<file path="src/rtl/spi_slave.sv">
// spi_slave -- SPI target endpoint, oversampled in the hclk domain.
//
// Receives 8-bit MSB-first frames on spi_mosi_i and returns a byte on spi_miso_o in
// the same frame. SPI modes 0-3 are selected with cpol_i/cpha_i. The SPI pins are
// synchronised into hclk, and edges are found by comparing the last sync stage with
// one extra flop, so every SCK/NSS event is seen SYNC_STAGES+1 hclk after the pin moves.
// SCK half-period must be at least SYNC_STAGES+2 hclk.
//
// Ports
//   hclk, hreset            system clock, synchronous active-high reset
//   cpol_i, cpha_i          SPI mode (static while a frame is in progress)
//   spi_clk_i/nss_i/mosi_i  asynchronous SPI pins from the master
//   spi_miso_o, _oe_o       slave-out data and its drive enable
//   tx_data_i/valid_i/ready_o  byte to return (single holding register)
//   rx_data_o/valid_o/ready_i  received byte (held until accepted)
//   overrun_o, underrun_o   one-cycle error pulses
//   busy_o                  synchronised NSS is low
module spi_slave #(
  parameter int          SYNC_STAGES = 2,
  parameter logic [7:0]  IDLE_BYTE   = 8'hFF
) (
  input  logic       hclk,
  input  logic       hreset,
  input  logic       cpol_i,
  input  logic       cpha_i,
  input  logic       spi_clk_i,
  input  logic       spi_nss_i,
  input  logic       spi_mosi_i,
  output logic       spi_miso_o,
  output logic       spi_miso_oe_o,
  input  logic [7:0] tx_data_i,
  input  logic       tx_valid_i,
  output logic       tx_ready_o,
  output logic [7:0] rx_data_o,
  output logic       rx_valid_o,
  input  logic       rx_ready_i,
  output logic       overrun_o,
  output logic       underrun_o,
  output logic       busy_o
);

  typedef enum logic [1:0] {
    ST_IDLE  = 2'd0,
    ST_LOAD  = 2'd1,
    ST_SHIFT = 2'd2
  } state_e;

  state_e                 state_q, state_d;
  logic [SYNC_STAGES-1:0] sck_sync_q, sck_sync_d;
  logic [SYNC_STAGES-1:0] nss_sync_q, nss_sync_d;
  logic [SYNC_STAGES-1:0] mosi_sync_q, mosi_sync_d;
  logic                   sck_prev_q, sck_prev_d;
  logic                   nss_prev_q, nss_prev_d;
  logic [2:0]             bit_cnt_q, bit_cnt_d;
  logic [7:0]             tx_shift_q, tx_shift_d;
  logic [7:0]             tx_hold_q, tx_hold_d;
  logic                   tx_full_q, tx_full_d;
  logic [7:0]             rx_shift_q, rx_shift_d;
  logic [7:0]             rx_data_q, rx_data_d;
  logic                   rx_valid_q, rx_valid_d;
  logic                   overrun_q, overrun_d;
  logic                   underrun_q, underrun_d;
  logic                   underrun_pend_q, underrun_pend_d;

  logic sck_s, nss_s, mosi_s;
  logic sck_edge_s, lead_s, trail_s, nss_fall_s;
  logic in_shift_s, sample_s, shift_s, first_lead_s;
  logic [7:0] rx_byte_s;

  assign sck_s  = sck_sync_q[SYNC_STAGES-1];
  assign nss_s  = nss_sync_q[SYNC_STAGES-1];
  assign mosi_s = mosi_sync_q[SYNC_STAGES-1];

  // Leading edge leaves the idle level, trailing edge returns to it.
  assign sck_edge_s = sck_s ^ sck_prev_q;
  assign lead_s     = sck_edge_s & (sck_prev_q == cpol_i);
  assign trail_s    = sck_edge_s & (sck_s == cpol_i);
  assign nss_fall_s = nss_prev_q & ~nss_s;

  // The edge at bit count 0 never shifts TX: for cpha=0 it is the trailing edge after
  // the last sample (the next byte is already loaded), for cpha=1 it is the first
  // leading edge, which only presents the MSB.
  assign in_shift_s   = (state_q == ST_SHIFT);
  assign sample_s     = in_shift_s & (cpha_i ? trail_s : lead_s);
  assign shift_s      = in_shift_s & (cpha_i ? lead_s : trail_s) & (bit_cnt_q != 3'd0);
  assign first_lead_s = in_shift_s & lead_s & (bit_cnt_q == 3'd0);
  assign rx_byte_s    = {rx_shift_q[6:0], mosi_s};

  assign spi_miso_o    = tx_shift_q[7];
  assign spi_miso_oe_o = ~nss_s;
  assign busy_o        = ~nss_s;
  assign tx_ready_o    = ~tx_full_q;
  assign rx_data_o     = rx_data_q;
  assign rx_valid_o    = rx_valid_q;
  assign overrun_o     = overrun_q;
  assign underrun_o    = underrun_q;

  // Next-state logic: synchronisers, FSM, shift registers and handshakes.
  always_comb begin
    sck_sync_d      = {sck_sync_q[SYNC_STAGES-2:0], spi_clk_i};
    nss_sync_d      = {nss_sync_q[SYNC_STAGES-2:0], spi_nss_i};
    mosi_sync_d     = {mosi_sync_q[SYNC_STAGES-2:0], spi_mosi_i};
    sck_prev_d      = sck_s;
    nss_prev_d      = nss_s;
    state_d         = state_q;
    bit_cnt_d       = bit_cnt_q;
    tx_shift_d      = tx_shift_q;
    tx_hold_d       = tx_hold_q;
    tx_full_d       = tx_full_q;
    rx_shift_d      = rx_shift_q;
    rx_data_d       = rx_data_q;
    rx_valid_d      = rx_valid_q;
    overrun_d       = 1'b0;
    underrun_d      = 1'b0;
    underrun_pend_d = underrun_pend_q;

    // Consumer handshake first so a completing byte in the same cycle replaces it.
    if (rx_valid_q && rx_ready_i) begin
      rx_valid_d = 1'b0;
    end else begin
      rx_valid_d = rx_valid_q;
    end

    case (state_q)
      ST_IDLE: begin
        bit_cnt_d = 3'd0;
        if (nss_fall_s) begin
          state_d = ST_LOAD;
        end else begin
          state_d = ST_IDLE;
        end
      end
      ST_LOAD: begin
        bit_cnt_d = 3'd0;
        state_d   = ST_SHIFT;
        if (tx_full_q) begin
          tx_shift_d      = tx_hold_q;
          tx_full_d       = 1'b0;
          underrun_pend_d = 1'b0;
        end else begin
          // Underrun is reported when the byte actually starts, so a frame that ends
          // right after its last byte does not flag a spurious underrun.
          tx_shift_d      = IDLE_BYTE;
          underrun_pend_d = 1'b1;
        end
      end
      ST_SHIFT: begin
        if (first_lead_s && underrun_pend_q) begin
          underrun_d      = 1'b1;
          underrun_pend_d = 1'b0;
        end else begin
          underrun_d      = 1'b0;
        end
        if (shift_s) begin
          tx_shift_d = {tx_shift_q[6:0], 1'b0};
        end else begin
          tx_shift_d = tx_shift_q;
        end
        if (sample_s) begin
          rx_shift_d = rx_byte_s;
          bit_cnt_d  = bit_cnt_q + 3'd1;
          if (bit_cnt_q == 3'd7) begin
            state_d = ST_LOAD;
            if (rx_valid_q && !rx_ready_i) begin
              overrun_d = 1'b1;
            end else begin
              rx_data_d  = rx_byte_s;
              rx_valid_d = 1'b1;
            end
          end else begin
            state_d = ST_SHIFT;
          end
        end else begin
          state_d = ST_SHIFT;
        end
      end
      default: begin
        state_d   = ST_IDLE;
        bit_cnt_d = 3'd0;
      end
    endcase

    // NSS high aborts any frame: partial RX and the loaded TX byte are discarded.
    if (nss_s) begin
      state_d         = ST_IDLE;
      bit_cnt_d       = 3'd0;
      underrun_pend_d = 1'b0;
    end else begin
      state_d = state_d;
    end

    // LOAD only consumes a full register, so it never coincides with a write.
    if (tx_valid_i && !tx_full_q) begin
      tx_hold_d = tx_data_i;
      tx_full_d = 1'b1;
    end else begin
      tx_hold_d = tx_hold_q;
    end
  end

  // State register with synchronous reset.
  always_ff @(posedge hclk) begin
    if (hreset) begin
      state_q         <= ST_IDLE;
      sck_sync_q      <= '0;
      nss_sync_q      <= '1;
      mosi_sync_q     <= '0;
      sck_prev_q      <= 1'b0;
      nss_prev_q      <= 1'b1;
      bit_cnt_q       <= 3'd0;
      tx_shift_q      <= 8'h00;
      tx_hold_q       <= 8'h00;
      tx_full_q       <= 1'b0;
      rx_shift_q      <= 8'h00;
      rx_data_q       <= 8'h00;
      rx_valid_q      <= 1'b0;
      overrun_q       <= 1'b0;
      underrun_q      <= 1'b0;
      underrun_pend_q <= 1'b0;
    end else begin
      state_q         <= state_d;
      sck_sync_q      <= sck_sync_d;
      nss_sync_q      <= nss_sync_d;
      mosi_sync_q     <= mosi_sync_d;
      sck_prev_q      <= sck_prev_d;
      nss_prev_q      <= nss_prev_d;
      bit_cnt_q       <= bit_cnt_d;
      tx_shift_q      <= tx_shift_d;
      tx_hold_q       <= tx_hold_d;
      tx_full_q       <= tx_full_d;
      rx_shift_q      <= rx_shift_d;
      rx_data_q       <= rx_data_d;
      rx_valid_q      <= rx_valid_d;
      overrun_q       <= overrun_d;
      underrun_q      <= underrun_d;
      underrun_pend_q <= underrun_pend_d;
    end
  end

endmodule

</file>
<file path="config.mk">
export PLATFORM = sky130hd
export DESIGN_NAME = spi_slave
export DESIGN_NICKNAME = d
export VERILOG_FILES = /design/src/rtl/spi_slave.sv
export SDC_FILE = /design/constraint.sdc
export NUM_CORES = 1
export LEC_CHECK = 0
export CAP_MARGIN = 0
export CORE_MARGIN = 5
export CORE_UTILIZATION = 57
export DETAILED_ROUTE_END_ITERATION = 7
export PLACE_DENSITY = 0.82
export SYNTH_ARGS = -nofsm -noshare
export SYNTH_HDL_FRONTEND = slang
export SYNTH_SLANG_ARGS = --single-unit
</file>
<file path="constraint.sdc">
create_clock -name hclk -period 3.8 [get_ports hclk]
set_clock_uncertainty 0.2 [all_clocks]
set_input_delay 0.38 -clock hclk [delete_from_list [all_inputs] [get_ports hclk]]
set_output_delay 0.38 -clock hclk [all_outputs]
set_load 0.02 [all_outputs]
</file>
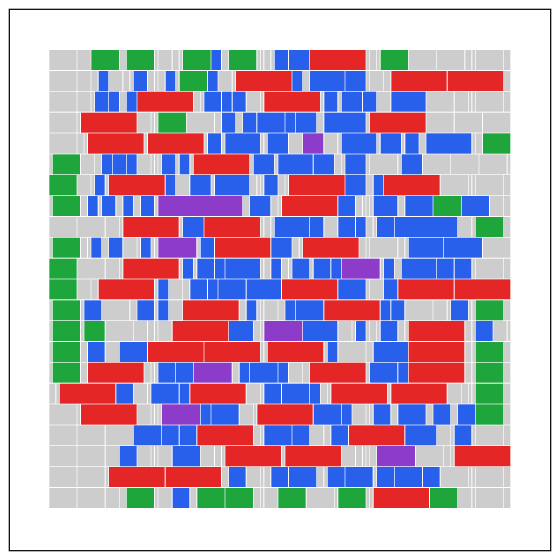
**Above:** run 1 (placement by cell class).
Fill, decap, tap and diode cells in grey.
[red] flops | cells: 49 | share of their area: 40%
[purple] clock drivers and dummy loads | cells: 8 | share of their area: 4.9%
[green] other buffers and delay cells | cells: 32 | share of their area: 13%
[blue] all other logic | cells: 150 | share of their area: 42%

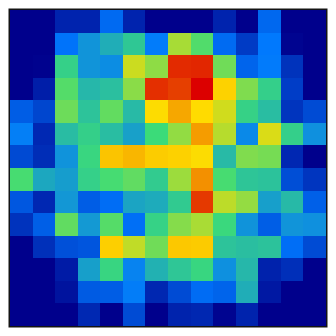
**Above:** run 1 (wire density map).
The die is cut into 14 by 14 equal tiles; dark blue is low, red is high, scaled to the fullest tile. Values are wire area over tile area, all layers added.
nearly empty tiles: 18%
emptiest ninth of the die: lower left
densest ninth of the die: centre

==> writeup.txt, run 1 <==
The run finished with clean final reports. In the detailed route, the total length drawn on met2 is 1.68 mm. The first detailed-routing pass took 4 iterations.

After global routing, the most crowded layer is met2. The run gives 2.17 ns for the signal arrival time at the worst endpoint. Counting tap cells, the placed design contains a total of 279 instances.

The run gives 232 as the synthesized netlist net count. The run gives 0 for the count of yosys warnings during synthesis. Signal routing reaches up to met4. The met3 usage is 4.60%. Per the post-synthesis stats, the area per cell is 9.83 um^2. For reference, the top cells by area after synthesis are sky130_fd_sc_hd__dfxtp_1 (47%), sky130_fd_sc_hd__mux2i_1 (8.6%), sky130_fd_sc_hd__nand2b_1 (6.3%).

The run gives 19.4% as the met1 usage. Once layout is done, the placed cells without fillers occupy 0.00252 mm^2. The logs give 15.8% for the global-route usage over all layers and 271 uV for the worst IR drop on VDD.

With the diode insertion count for antenna repair at 0, the total clock buffers created by CTS is 5. For this design the top-level I/O count stands at 32. The average wire length per cell after detail routing is 13.0 um.

The run gives 57.8% as the fraction of the core area occupied by cells at floorplan. The cell-mix breakdown from Yosys lists the simple-gate area share as 21.7%. The initialized floorplan defines 22 standard-cell rows. The script computed a power per unit cell area of 395 mW/mm^2. After clock tree synthesis, the setup repair step added 0 buffers. The final critical path takes up 57.6% of the cycle. Detailed placement reports a standard cell area of 0.00240 mm^2. The run gives 52 for the largest net degree at the start of global routing.

In this run the maximum-capacitance check reported violations numbering 0. The async set or reset register ratio after synthesis came out at 0%. The cell with the most instances after synthesis is sky130_fd_sc_hd__dfxtp_1.
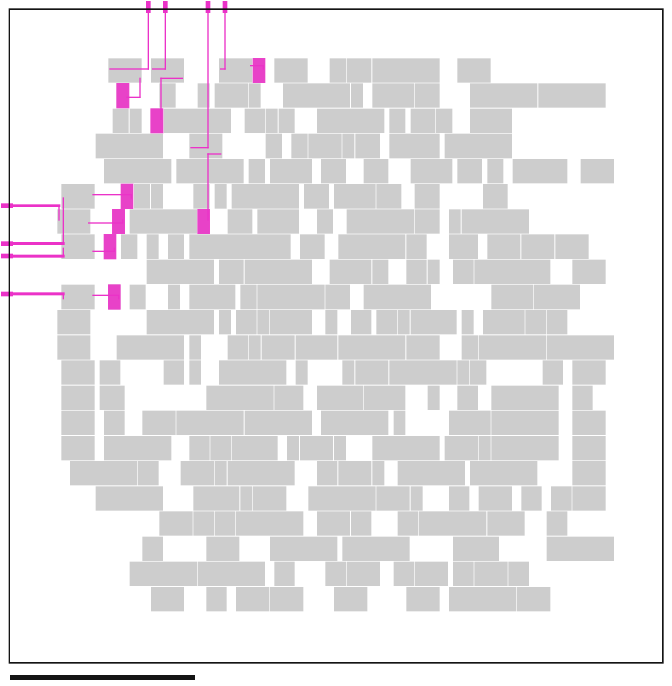
**Above:** run 1 (wires at chosen ports, followed through buffers).
The bar under the picture is 20 um long.
[magenta] tx_data_i | bits: 8 | direction: input | end cells: 8 | buffers: 8 | wire: 104 um

[run 1: worst paths after layout]
check	startpoint	endpoint	slack, ns	depth (start not counted)
max	cpol_i	rx_data_o[5]$_SDFFE_PP0P_	1.61	5
min	nss_sync_q[0]$_SDFF_PP1_	nss_sync_q[1]$_SDFF_PP1_	0.23	1
max reg2reg	state_q[0]$_SDFF_PP0_	tx_shift_q[3]$_SDFFE_PP0P_	1.65	4
min reg2reg	nss_sync_q[0]$_SDFF_PP1_	nss_sync_q[1]$_SDFF_PP1_	0.23	1
[run 1: critical path, cell delays in order]
cell                              delay [ns]
sky130_fd_sc_hd__clkdlybuf4s50_1        0.48
sky130_fd_sc_hd__xnor2_2                0.32
sky130_fd_sc_hd__mux2i_4                0.64
sky130_fd_sc_hd__nor2_4                 0.18
sky130_fd_sc_hd__mux2i_1                0.16
[run 1: report_power, final]
| group | leakage (nW) | internal [W] | switching [W] |
|---|---|---|---|
| logic | 0.473 | 0.0000408 | 0.0000377 |
| registers | 0.398 | 0.000526 | 0.00000879 |
| clock network | 0.0574 | 0.000214 | 0.000169 |
| total | 0.929 | 0.000781 | 0.000215 |
[run 1: registers in the layout, summed over array words and instances (netlist names), 2 cells and up]
signal	flops
rx_data_o	8
tx_hold_q	8
tx_shift_q	8
rx_shift_q	7
bit_cnt_q	3
mosi_sync_q	2
nss_sync_q	2
sck_sync_q	2
state_q	2
[run 1: final cells by class]
cell class | instances | area, um^2
inverters | 6 | 22.5
fillers | 294 | 1090
repair buffers | 32 | 318
clock buffers | 6 | 82.6
flip-flops and latches | 49 | 981
well taps | 48 | 60.1
multi-input cells | 144 | 1020
clock inverters | 2 | 37.5
**Run 1: supply network**

The bar under the picture is 20 um long. Pins as bars on the die edge. Tap cells in grey.
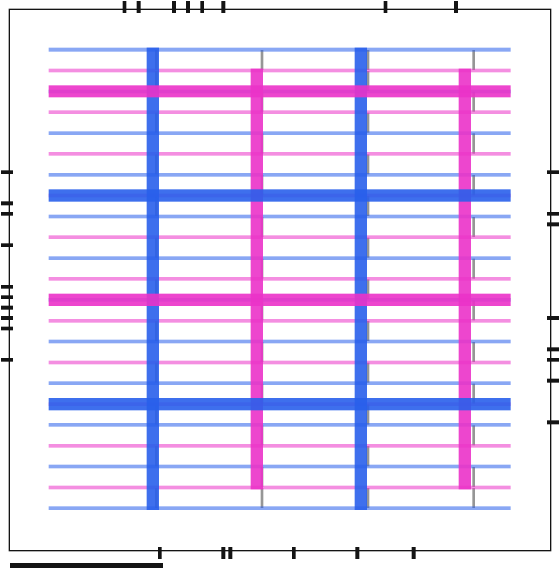

==> run 2, diff against run 1 <==
--- a/config.mk
+++ b/config.mk
@@ -7,9 +7,9 @@
 export LEC_CHECK = 0
 export CAP_MARGIN = 0
 export CORE_MARGIN = 5
-export CORE_UTILIZATION = 57
+export CORE_UTILIZATION = 48
 export DETAILED_ROUTE_END_ITERATION = 7
-export PLACE_DENSITY = 0.82
+export PLACE_DENSITY = 0.73
 export SYNTH_ARGS = -nofsm -noshare
 export SYNTH_HDL_FRONTEND = slang
 export SYNTH_SLANG_ARGS = --single-unit
==> constraint.sdc (replaced) <==
create_clock -name hclk -period 1.79 [get_ports hclk]
set_clock_uncertainty 0.2 [all_clocks]
set_input_delay 0.179 -clock hclk [delete_from_list [all_inputs] [get_ports hclk]]
set_output_delay 0.179 -clock hclk [all_outputs]
set_load 0.02 [all_outputs]
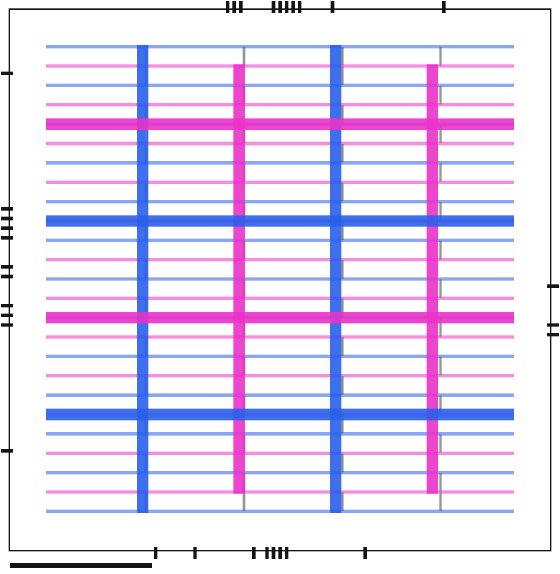
**Above:** run 2 (supply network).
The bar under the picture is 20 um long. Pins as bars on the die edge. Tap cells in grey.
[magenta] VDD
[blue] VSS
met4 straps: 4
tap cells: 52
rows: 24
met5 straps: 4

==> run 2 against run 1 <==
Effect of this change: power grew 110%; area after synthesis is the same; global-route usage shrank 0.99 points; flip-flop count is the same; cell area grew 5.5%; register-to-register slack lost 1.5 ns; count of clock-buffer cells in the layout shrank 1; die area grew 16%; critical path type unchanged.
==> writeup.txt, run 2 <==
The tap cell count is 52 (was 48). Power per unit of standard cell area: 791 mW/mm^2 (was 395 mW/mm^2). The instance count after placement with tap cells included is 295 (was 279). The family of cells with the greatest summed delay on the critical path is buffers and inverters (was multiplexers). With the average cell area after synthesis at 9.83 um^2 (unchanged), the synthesized netlist net count is 232 (unchanged). The tools report the layout clock buffer count as 5 (was 6).

Async set or reset register ratio after synthesis: 0% (unchanged). The tools report the global-route usage over all layers as 14.8% (was 15.8%). The fraction of the core area occupied by cells at floorplan is 48.5% (was 57.8%), and the non-clock buffer share of cell area is 17.1% (was 12.6%). The run gives 0.000785 W (was 0.000382 W) as the reported clock group power.

The footprint of the multi-input gates is 0.00102 mm^2 (unchanged), and the count of multi-input combinational gates is 144 (unchanged). The diode insertion count for antenna repair is 0 (unchanged), and the inverter tally of the final layout excluding the clock network is 6 (unchanged). For the total clock buffers created by CTS, the log shows 5 (unchanged).

With the number of max-cap violations at 0 (unchanged), the fraction of power consumed by the clock network is 37.3% (was 38.4%). The average wire length per cell after detail routing is 12.9 um (was 13.0 um), and the clock distribution area overhead in the final layout is 4.33% (was 4.77%). The signal arrival time at the worst endpoint was 1.72 ns (was 2.17 ns); the total vias in the final route was 1537 (was 1512). The multi-input logic portion of the cell area came out at 38.3% (was 40.4%). The flow ran to the end, and the final reports show no timing, DRC or antenna violations.

The number of sequential storage elements was 49 (unchanged); the total of plain and repair buffers excluding clock buffers was 45 (was 32). Top cells by area, synth: sky130_fd_sc_hd__dfxtp_1 (47%), sky130_fd_sc_hd__mux2i_1 (8.6%), sky130_fd_sc_hd__nand2b_1 (6.3%) (unchanged). The biggest cell category by area in the final layout is combinational gates (unchanged).

Cell-by-cell listing of the critical path: clkdlybuf4s50_1 -> xnor2_2 -> buf_4 -> mux2i_2 -> buf_4 -> a21o_4 -> a211oi_2 (was clkdlybuf4s50_1 -> xnor2_2 -> mux2i_4 -> nor2_4 -> mux2i_1). The run gives 0.00113 W (was 0.000535 W) as the sequential-cell power consumption. The count of yosys warnings during synthesis came out at 0 (unchanged). The count of buffer and inverter cells on the critical path was 3 (was 1); the worst IR drop on VDD was 638 uV (was 271 uV). The cell with the most instances after synthesis is sky130_fd_sc_hd__dfxtp_1 (unchanged).

The logs give 32 (unchanged) for the count of pins on the block boundary and 53.7% (about the same) for the sequential fraction of design power. For the sequential cell area, the log shows 981 um^2 (unchanged). The highest cell delay on the worst timing path was 0.44 ns (was 0.64 ns). Counting stages on the worst path, the most repeated cell is sky130_fd_sc_hd__buf_4. The transition time of the tightest slew-check pin was 0.338 ns (was 0.780 ns).

The relative contribution of combinational cells to total power came out at 8.9% (was 7.9%). Main power-consuming group: sequential cells (unchanged). The number of fill cells came out at 377 (was 294). Power consumed by combinational cells: 0.000188 W (was 0.0000785 W).
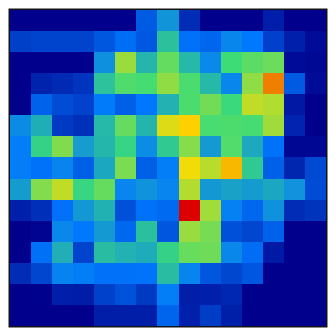
**Above:** run 2 (wire density map).
The die is cut into 15 by 15 equal tiles; dark blue is low, red is high, scaled to the fullest tile. Values are wire area over tile area, all layers added.
emptiest ninth of the die: lower right
nearly empty tiles: 20%
mean over tiles: 0.11
fullest tile: 0.42

run 2: cell counts after synthesis:
No cell type changed its count.
run 2: what timing repair did:
item                       CTS  global route
buffers inserted             0             1
setup endpoints to repair    0             8
resized                      0             1
run 2: cells by family (layout without fill, tap and decap cells):
kind of cell,Yosys count,count (layout),share of synthesized area [%]
AND-OR/OR-AND,39,39,13.8
XOR/XNOR,2,2,1.20
adder cells (fa/ha/maj),3,3,1.80
buffers and inverters,19,59,4.02
flip-flops,49,49,47.1
multiplexers,20,20,10.4
AND/OR/NAND/NOR,80,80,21.7
run 2: per-stage QoR:
stage / instance area, um^2 / util (%) / setup WS [ns] / power (W)
floorplan: 2080 / - / 0.132 / 0.00126
global placement: 2530 / 59.0 / -0.262 / 0.00134
detailed placement: 2530 / 59.0 / -0.298 / 0.00134
CTS: 2650 / 61.7 / 0.00686 / 0.00213
global route: 2660 / 61.9 / 0.00346 / 0.00220
finish: 2660 / 61.9 / 0.0606 / 0.00210
run 2: per-layer routing:
| metal | vias to the layer above | part of all wire (%) | GRT usage, % |
|---|---|---|---|
| met4 | 0 | 1.3 | 5.24 |
| met1 | 716 | 48 | 18.6 |
| met2 | 18 | 46 | 23.4 |
| met3 | 4 | 4.5 | 5.15 |
| met5 | - | 0 | 0 |
| li1 | 799 | - | - |
run 2: path summary, 6_finish.rpt:
path                             from                    endpoint  slack [ns]  cells past startpoint
min          nss_sync_q[0]$_SDFF_PP1_    nss_sync_q[1]$_SDFF_PP1_        0.21                      1
max reg2reg     state_q[0]$_SDFF_PP0_   bit_cnt_q[2]$_SDFFE_PP0P_        0.11                      5
min reg2reg  nss_sync_q[0]$_SDFF_PP1_    nss_sync_q[1]$_SDFF_PP1_        0.21                      1
max                            cpha_i  tx_shift_q[6]$_SDFFE_PP0P_        0.06                      7
==> run 3, diff against run 2 <==
--- a/config.mk
+++ b/config.mk
@@ -6,10 +6,12 @@
 export NUM_CORES = 1
 export LEC_CHECK = 0
 export CAP_MARGIN = 0
+export CORE_ASPECT_RATIO = 0.75
 export CORE_MARGIN = 5
 export CORE_UTILIZATION = 48
 export DETAILED_ROUTE_END_ITERATION = 7
-export PLACE_DENSITY = 0.73
+export PLACE_DENSITY_LB_ADDON = 0.25
+export REMOVE_ABC_BUFFERS = 1
 export SYNTH_ARGS = -nofsm -noshare
 export SYNTH_HDL_FRONTEND = slang
 export SYNTH_SLANG_ARGS = --single-unit
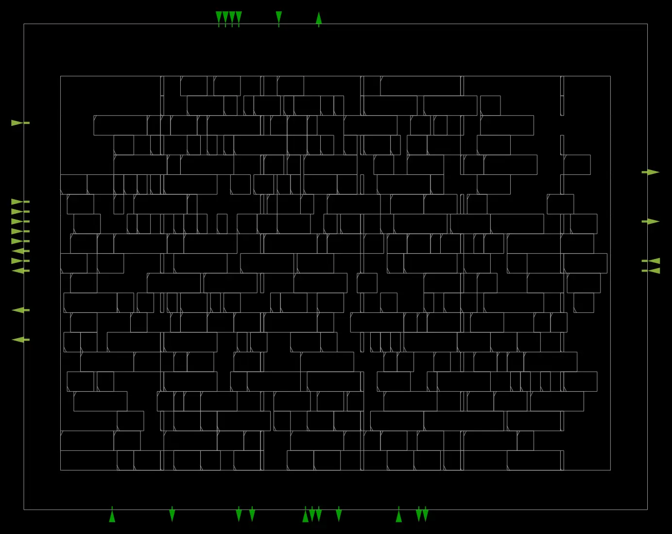
**Above:** run 3 (placement view).
cell row count: 20
count of filler cells inserted in the layout: 366
area of the placeable core: 0.00413 mm^2
Tapcell Cnt: 55

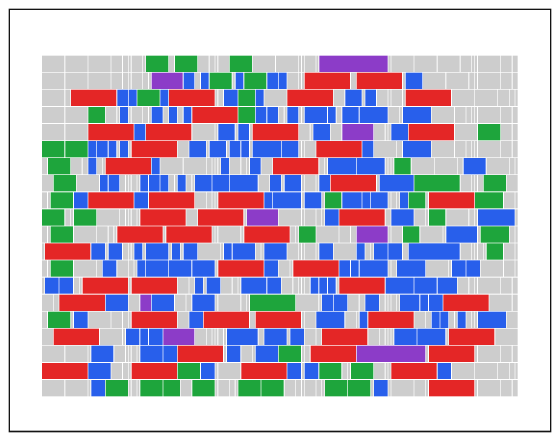
**Above:** run 3 (placement by cell class).
Fill, decap, tap and diode cells in grey.
[blue] all other logic | cells: 150 | share of their area: 40%
[green] other buffers and delay cells | cells: 44 | share of their area: 17%
[red] flops | cells: 49 | share of their area: 38%
[purple] clock drivers and dummy loads | cells: 8 | share of their area: 5.1%

==> run 3 against run 2 <==
Effect of this change: combinational power is essentially flat; critical path depth shrank 5; sequential power is essentially flat; hold slack lost 0.00078 ns; wire length grew 3.5%; maximum frequency grew 1.5%; synthesized cell count is the same; highest routed layer unchanged; die area grew 0.24%; final cell count grew 0.66%.
==> writeup.txt, run 3 <==
The logic depth of the worst register-to-register path came out at 6 (was 5). The sequential cell area came out at 981 um^2 (unchanged). The diode insertion count for antenna repair is 0 (unchanged).

Cell-by-cell listing of the critical path: inv_1 -> clkdlybuf4s50_1 (was clkdlybuf4s50_1 -> xnor2_2 -> buf_4 -> mux2i_2 -> buf_4 -> a21o_4 -> a211oi_2). The routed length on met1 came out at 2.08 mm (was 1.89 mm). The run gives 837 mW/mm^2 (was 791 mW/mm^2) for the power per unit of standard cell area. The tools report the reg-to-reg endpoint as rx_data_o[4]$_SDFFE_PP0P_ (was bit_cnt_q[2]$_SDFFE_PP0P_).

The cell with the most instances after synthesis was sky130_fd_sc_hd__dfxtp_1 (unchanged). The tools report the met1 usage as 21.5% (was 18.6%). The worst IR drop on VDD was 487 uV (was 638 uV). For the global-route usage over all layers, the log shows 16.1% (was 14.8%).

Kind of end point of the critical path: a primary output (was a flip-flop). The number of instances on the worst hold path is 1 (unchanged), and the number of clock sinks is 49 (unchanged). With the number of nets with antenna violations after routing at 0 (unchanged), the largest net degree at the start of global routing is 42 (was 51).

With the total vias in the final route at 1536 (was 1537), the count of buffer and inverter cells on the critical path is 2 (was 3). The async set or reset register ratio after synthesis was 0% (unchanged). The highest metal layer with signal wires is met4 (unchanged).

The count of flip-flops with a built-in enable after synthesis is 0 (unchanged). The startpoint of the lowest-slack register-to-register path is state_q[1]$_SDFF_PP0_ (was state_q[0]$_SDFF_PP0_). With the footprint of the multi-input gates at 0.00103 mm^2 (was 0.00102 mm^2), the length of routed met3 wiring is 172 um (was 175 um). The run finished with clean final reports.

With the count of yosys warnings during synthesis at 0 (unchanged), the transition time of the tightest slew-check pin is 0.388 ns (was 0.338 ns). The highest cell delay on the worst timing path was 0.61 ns (was 0.44 ns). For the final worst setup slack, the log shows 0.0865 ns (was 0.0606 ns). The run gives 9.83 um^2 (unchanged) for the average cell area after synthesis. The utilization of the core after routing came out at 64.8% (was 61.9%). Worst hold endpoint: nss_sync_q[1]$_SDFF_PP1_ (unchanged).

The tools report the final design instance area without fill as 0.00267 mm^2 (was 0.00266 mm^2). The tools report the number of optimization iterations in the first detailed-route pass as 4 (unchanged). The tools report the post-cts sizing count as 0 (unchanged). The tools report the signal arrival time at the worst endpoint as 1.32 ns (was 1.72 ns). The count of pins on the block boundary was 32 (unchanged).

Placement-stage cell area: 0.00252 mm^2 (was 0.00253 mm^2). The post-CTS setup-driven buffer insertion count is 0 (unchanged). The worst slack after detailed placement came out at -0.272 ns (was -0.298 ns). Top cells by area, synth: sky130_fd_sc_hd__dfxtp_1 (47%), sky130_fd_sc_hd__mux2i_1 (8.6%), sky130_fd_sc_hd__nand2b_1 (6.3%) (unchanged). The tools report the clock tree root buffer cell as sky130_fd_sc_hd__clkbuf_8 (unchanged). Met3 usage: 5.44% (was 5.15%).

The period utilization was 95.2% (was 96.6%); the shortest clock period the worst path allows after layout was 1.70 ns (was 1.73 ns). The run gives 1.03 nW (was 1.01 nW) for the leakage power. The total clock buffers created by CTS was 5 (unchanged). The family of cells with the greatest summed delay on the critical path was buffers and inverters (unchanged). The origin of the worst min-delay path was nss_sync_q[0]$_SDFF_PP1_ (unchanged). The highest-utilization routing layer at the global route stage is met2 (unchanged).
run 3: stage by stage:
| stage | std cells | hold WS, ns | setup TNS [ns] |
|---|---|---|---|
| finish | 306 | 0.214 | 0 |
| global route | 306 | 0.216 | 0 |
| CTS | 306 | 0.211 | 0 |
| detailed placement | 298 | 0.194 | -6.36 |
| global placement | 298 | 0.192 | -5.81 |
| floorplan | 199 | 0.0436 | 0 |
run 3: worst max-delay path by stage:
stage	startpoint	end	slack [ns]	depth (start not counted)
after detailed placement	cpol_i	rx_data_o[4]$_SDFFE_PP0P_	-0.27	7
after global routing	nss_sync_q[1]$_SDFF_PP1_	spi_miso_oe_o	0.008	2
after CTS	cpol_i	rx_data_o[4]$_SDFFE_PP0P_	0.04	7
after floorplan	state_q[0]$_SDFF_PP0_	tx_shift_q[1]$_SDFFE_PP0P_	0.07	4
after global placement	cpol_i	rx_data_o[0]$_SDFFE_PP0P_	-0.24	7
final	tx_full_q$_SDFFE_PP0P_	tx_ready_o	0.09	2
run 3: cells by family (layout without fill, tap and decap cells):
kind of cell	Yosys count	count (layout)	share of synthesized area, %
simple gates	80	80	21.7
flops	49	49	47.1
compound gates	39	39	13.8
mux	20	20	10.4
buf+inv	19	58	4.02
fa+ha+maj	3	3	1.80
xor+xnor	2	2	1.20
run 3: power by group:
part	leakage, nW	total [W]	internal (W)	switching, W
clock network	0.0681	0.000921	0.000555	0.000366
logic	0.564	0.000188	0.0000982	0.0000893
registers	0.398	0.00113	0.00112	0.0000130
run 3: cell type report:
class                   instances  share of cell area [%]
clock buffers                   5                    2.57
clock inverters                 3                    2.43
inverters                       6                   0.842
multi-input cells             144                    38.5
flip-flops and latches         49                    36.7
well taps                      55                    2.57
repair buffers                 44                    16.4
Power and IR drop assume default switching activity.
